**M1 wires**

Supply wires on this layer in grey.
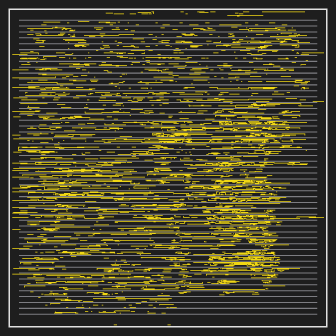
**M4 wires**

Supply wires on this layer in grey.
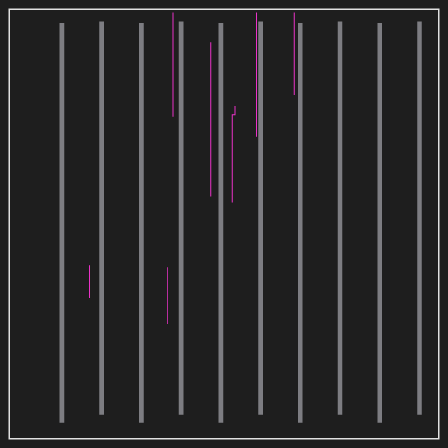
**src/rtl/udp_rx_parser.sv**
```systemverilog
// udp_rx_parser
//
// Receive-side UDP stage. It takes the IP header and the IP payload byte
// stream from the IP receive path and keeps only UDP datagrams (protocol 17).
// When PORT_MATCH_EN is set, it also requires the destination port to equal
// local_port. It strips the 8-byte UDP header, presents the header fields on a
// valid/ready header channel, and forwards the payload trimmed to the UDP
// length. Everything else is consumed and discarded.
//
// Ports
//   clk, rst                  clock, asynchronous active-high reset
//   s_ip_hdr_*                IP header handshake plus the length, protocol
//                             and address fields
//   s_ip_payload_axis_*       IP payload byte stream (tdata/tvalid/tready/
//                             tlast/tuser)
//   local_port                port filter value; held static while
//                             s_ip_hdr_ready is low
//   m_udp_hdr_*               UDP header handshake plus the latched IP
//                             addresses, ports and UDP length
//   m_udp_payload_axis_*      trimmed UDP payload byte stream
//   error_early_termination   one-cycle pulse when the IP stream ends before
//                             the UDP data does
//   drop                      one-cycle pulse for each discarded datagram
module udp_rx_parser #(
    parameter bit PORT_MATCH_EN = 1'b1
) (
    input  logic        clk,
    input  logic        rst,
    input  logic        s_ip_hdr_valid,
    output logic        s_ip_hdr_ready,
    input  logic [15:0] s_ip_length,
    input  logic [7:0]  s_ip_protocol,
    input  logic [31:0] s_ip_source_ip,
    input  logic [31:0] s_ip_dest_ip,
    input  logic [7:0]  s_ip_payload_axis_tdata,
    input  logic        s_ip_payload_axis_tvalid,
    output logic        s_ip_payload_axis_tready,
    input  logic        s_ip_payload_axis_tlast,
    input  logic        s_ip_payload_axis_tuser,
    input  logic [15:0] local_port,
    output logic        m_udp_hdr_valid,
    input  logic        m_udp_hdr_ready,
    output logic [31:0] m_udp_source_ip,
    output logic [31:0] m_udp_dest_ip,
    output logic [15:0] m_udp_source_port,
    output logic [15:0] m_udp_dest_port,
    output logic [15:0] m_udp_length,
    output logic [7:0]  m_udp_payload_axis_tdata,
    output logic        m_udp_payload_axis_tvalid,
    input  logic        m_udp_payload_axis_tready,
    output logic        m_udp_payload_axis_tlast,
    output logic        m_udp_payload_axis_tuser,
    output logic        error_early_termination,
    output logic        drop
);

    typedef enum logic [1:0] {
        S_IDLE,
        S_HEADER,
        S_PAYLOAD,
        S_DROP
    } state_t;

    state_t      state_q, state_d;
    logic [2:0]  hdr_cnt_q, hdr_cnt_d;
    logic [15:0] remaining_q, remaining_d;
    logic [31:0] src_ip_q, src_ip_d;
    logic [31:0] dst_ip_q, dst_ip_d;
    logic [15:0] src_port_q, src_port_d;
    logic [15:0] dst_port_q, dst_port_d;
    logic [15:0] length_q, length_d;
    logic        hdr_valid_q, hdr_valid_d;
    logic        drop_q, drop_d;
    logic        err_q, err_d;
    logic        pay_xfer;

    // The UDP length field alone decides the datagram size. The IP total
    // length is therefore not needed.
    logic unused_ip_length;
    assign unused_ip_length = ^s_ip_length;

    // The header ready signal is forced low during reset so that no header can
    // be accepted while the state register is held.
    assign s_ip_hdr_ready = (state_q == S_IDLE) && !rst;

    assign m_udp_hdr_valid         = hdr_valid_q;
    assign m_udp_source_ip         = src_ip_q;
    assign m_udp_dest_ip           = dst_ip_q;
    assign m_udp_source_port       = src_port_q;
    assign m_udp_dest_port         = dst_port_q;
    assign m_udp_length            = length_q;
    assign drop                    = drop_q;
    assign error_early_termination = err_q;

    always_comb begin
        // NOTE: every signal written here gets a default first. A path that
        // leaves a signal unassigned would infer a latch.
        state_d     = state_q;
        hdr_cnt_d   = hdr_cnt_q;
        remaining_d = remaining_q;
        src_ip_d    = src_ip_q;
        dst_ip_d    = dst_ip_q;
        src_port_d  = src_port_q;
        dst_port_d  = dst_port_q;
        length_d    = length_q;
        drop_d      = 1'b0;
        err_d       = 1'b0;
        pay_xfer    = 1'b0;
        hdr_valid_d = hdr_valid_q && !m_udp_hdr_ready;

        s_ip_payload_axis_tready  = 1'b0;
        m_udp_payload_axis_tdata  = s_ip_payload_axis_tdata;
        m_udp_payload_axis_tvalid = 1'b0;
        m_udp_payload_axis_tlast  = 1'b0;
        m_udp_payload_axis_tuser  = 1'b0;

        unique case (state_q)
            S_IDLE: begin
                if (s_ip_hdr_valid) begin
                    src_ip_d = s_ip_source_ip;
                    dst_ip_d = s_ip_dest_ip;
                    if (s_ip_protocol == 8'd17) begin
                        hdr_cnt_d = 3'd0;
                        state_d   = S_HEADER;
                    end else begin
                        drop_d  = 1'b1;
                        state_d = S_DROP;
                    end
                end
            end

            S_HEADER: begin
                s_ip_payload_axis_tready = 1'b1;
                if (s_ip_payload_axis_tvalid) begin
                    hdr_cnt_d = hdr_cnt_q + 3'd1;
                    case (hdr_cnt_q)
                        3'd0: src_port_d[15:8] = s_ip_payload_axis_tdata;
                        3'd1: src_port_d[7:0]  = s_ip_payload_axis_tdata;
                        3'd2: dst_port_d[15:8] = s_ip_payload_axis_tdata;
                        3'd3: dst_port_d[7:0]  = s_ip_payload_axis_tdata;
                        3'd4: length_d[15:8]   = s_ip_payload_axis_tdata;
                        3'd5: length_d[7:0]    = s_ip_payload_axis_tdata;
                        default: ;  // checksum bytes are not used
                    endcase
                    if (hdr_cnt_q != 3'd7) begin
                        if (s_ip_payload_axis_tlast) begin
                            err_d   = 1'b1;
                            drop_d  = 1'b1;
                            state_d = S_IDLE;
                        end
                    end else if (s_ip_payload_axis_tlast) begin
                        // The datagram has no payload, so it is not forwarded.
                        drop_d  = 1'b1;
                        state_d = S_IDLE;
                    end else if (length_q < 16'd9) begin
                        drop_d  = 1'b1;
                        state_d = S_DROP;
                    end else if (PORT_MATCH_EN && (dst_port_q != local_port)) begin
                        drop_d  = 1'b1;
                        state_d = S_DROP;
                    end else begin
                        hdr_valid_d = 1'b1;
                        remaining_d = length_q - 16'd8;
                        state_d     = S_PAYLOAD;
                    end
                end
            end

            S_PAYLOAD: begin
                // Payload is held back until the header handshake completes.
                m_udp_payload_axis_tvalid = s_ip_payload_axis_tvalid && !hdr_valid_q;
                s_ip_payload_axis_tready  = m_udp_payload_axis_tready && !hdr_valid_q;
                pay_xfer = s_ip_payload_axis_tvalid && m_udp_payload_axis_tready && !hdr_valid_q;
                if (remaining_q == 16'd1) begin
                    m_udp_payload_axis_tlast = 1'b1;
                    m_udp_payload_axis_tuser = s_ip_payload_axis_tuser;
                end else if (s_ip_payload_axis_tlast) begin
                    // The IP stream ended before the UDP length was reached.
                    m_udp_payload_axis_tlast = 1'b1;
                    m_udp_payload_axis_tuser = 1'b1;
                end else begin
                    m_udp_payload_axis_tuser = s_ip_payload_axis_tuser;
                end
                if (pay_xfer) begin
                    remaining_d = remaining_q - 16'd1;
                    if (remaining_q == 16'd1) begin
                        // Any bytes after the UDP length are padding and go to
                        // DROP. That path does not pulse drop.
                        state_d = s_ip_payload_axis_tlast ? S_IDLE : S_DROP;
                    end else if (s_ip_payload_axis_tlast) begin
                        err_d   = 1'b1;
                        state_d = S_IDLE;
                    end
                end
            end

            S_DROP: begin
                s_ip_payload_axis_tready = 1'b1;
                if (s_ip_payload_axis_tvalid && s_ip_payload_axis_tlast) begin
                    state_d = S_IDLE;
                end
            end

            default: state_d = S_IDLE;
        endcase
    end

    always_ff @(posedge clk or posedge rst) begin
        if (rst) begin
            state_q     <= S_IDLE;
            hdr_cnt_q   <= 3'd0;
            remaining_q <= 16'd0;
            src_ip_q    <= 32'd0;
            dst_ip_q    <= 32'd0;
            src_port_q  <= 16'd0;
            dst_port_q  <= 16'd0;
            length_q    <= 16'd0;
            hdr_valid_q <= 1'b0;
            drop_q      <= 1'b0;
            err_q       <= 1'b0;
        end else begin
            // NOTE: state is updated with non-blocking assignments, so every
            // flop samples its _d value from the same clock edge.
            state_q     <= state_d;
            hdr_cnt_q   <= hdr_cnt_d;
            remaining_q <= remaining_d;
            src_ip_q    <= src_ip_d;
            dst_ip_q    <= dst_ip_d;
            src_port_q  <= src_port_d;
            dst_port_q  <= dst_port_d;
            length_q    <= length_d;
            hdr_valid_q <= hdr_valid_d;
            drop_q      <= drop_d;
            err_q       <= err_d;
        end
    end

endmodule

```
**config.mk**
```make
export PLATFORM = sky130hd
export DESIGN_NAME = udp_rx_parser
export DESIGN_NICKNAME = d
export VERILOG_FILES = /design/src/rtl/udp_rx_parser.sv
export SDC_FILE = /design/constraint.sdc
export NUM_CORES = 1
export LEC_CHECK = 0
export ABC_AREA = 0
export CAP_MARGIN = 30
export CELL_PAD_IN_SITES_DETAIL_PLACEMENT = 1
export CELL_PAD_IN_SITES_GLOBAL_PLACEMENT = 1
export CORE_MARGIN = 4
export CORE_UTILIZATION = 34
export CTS_CLUSTER_DIAMETER = 150
export CTS_CLUSTER_SIZE = 40
export DETAILED_ROUTE_END_ITERATION = 8
export PLACE_DENSITY_LB_ADDON = 0.12
export SETUP_SLACK_MARGIN = 0.15
export SYNTH_ARGS = -nofsm -noshare
export SYNTH_HDL_FRONTEND = slang
export SYNTH_SLANG_ARGS = --single-unit
export TNS_END_PERCENT = 50
```
**constraint.sdc**
```tcl
create_clock -name clk -period 6.58 [get_ports clk]
set_clock_uncertainty 0.05 [all_clocks]
set_input_delay 1.645 -clock clk [delete_from_list [all_inputs] [get_ports clk]]
set_output_delay 1.645 -clock clk [all_outputs]
set_load 0.05 [all_outputs]
```
==> results.toml <==
# generated from flow reports
[status]
outcome = "completed"

[synth]
top_cell_area_share = 0.524
synthTopLogicFamily = "multiplexers"
synthesis.area_um2 = 6490
largest_area_cell = "dfrtp_1"
synth_seq_share = 0.524
synth_cells = 541
synthTopCellsByArea = "dfrtp_1, mux2_2, ha_1"
synth_flops = 136
compound_area_frac = 0.0852
syn_avg_cell_area_um2 = 12.0
synth-edff-count = 0
synth-main-ff-cell = "dfrtp_1"
xor_share = 0.0337
top_cells_by_count = "dfrtp_1, mux2_2, nor2_1"

[cells_and_area]
design.seq.count = 136
area_delta_synth_final_pct = 48.1
logic_gates = 360
inverters_excl_clock = 15
seqCellArea_um2 = 3400
non_clock_buffer_count = 237
seq_share = 0.354
logic_area_um2 = 2870
post_route_cells_drive_above_1_share = 0.205
final.fill_count = 1965
antenna_cells = 1
clockNetworkAreaShare = 0.0652

[worst_setup_path]
reg2reg_slack_ps = 3310
slowest_stage = "clkdlybuf4s50_1"
max_stage_delay_ps = 830
endpoint = "m_udp_payload_axis_tlast"
cp_top_family = "buffers and inverters"
cp.buffers_inverters = 4
r2r_cells = 8
critPathRequiredTime_ps = 4890
path_cells = "clkdlybuf4s50_1, buf_4, inv_1, a21oi_1, clkdlybuf4s50_1"
crit_arrival_ps = 3420

[timing]
max_slew_margin = 0.412
worst_slew_pin_slew_ps = 882
fin_ws_ps = 1460
slew_violations = 0
setup_viol = 0
hold_ws_ps = 452

[pwr]
peakVddDrop_v = 0.000304
power_density_nw_per_um2 = 537
power_frac_seq = 0.270
p_seq_mw = 1.40
power_mw = 5.16
clk-power_mw = 1.02
power_combinational_mw = 2.75

[drt]
dr_wl_met2_mm = 11.0
wl_per_cell_um = 21.0
ant_nets = 0
drt_iter0_drc = 274
drt-vias-per-instance = 5.14

[hold_path]
holdPathEnd = "m_udp_source_ip[0]"

[clock_tree]
cts_buffers = 17
clock_latency_ps = 420
ctsHoldBuffers = 0
cts_buffer_depth = 2
cts_setup_buffers = 0
root_buffer = "clkbuf_16"
ctsResizeCount = 0

[floorplanning]
die_w_um = 146
die_h_um = 146
core-area_um2 = 18800
taps = 234
io_pins = 248
fp-row-count = 50

[placed_design]
placed_cell_area_um2 = 8980
place_congestion = 0.785
numPortBuffers = 231
hpwl_mm = 15.4

[global_route]
grt_pass1_wl_mm = 33.6
grt_max_degree = 93
global_route.usage.met1 = 0.231
grt_usage = 0.198

[run]
warnings = 50
## Picture notes: 'M1 wires'
share of all routed wire = 40%
wire length on this layer = 8,550 µm

## Picture notes: 'M4 wires'
main direction = vertical
share of all routed wire = 1.0%
longest straight run = 52.4 µm
nets with wire on the layer = 5
drt total wl: 21.3 mm
Via Count: 5,213

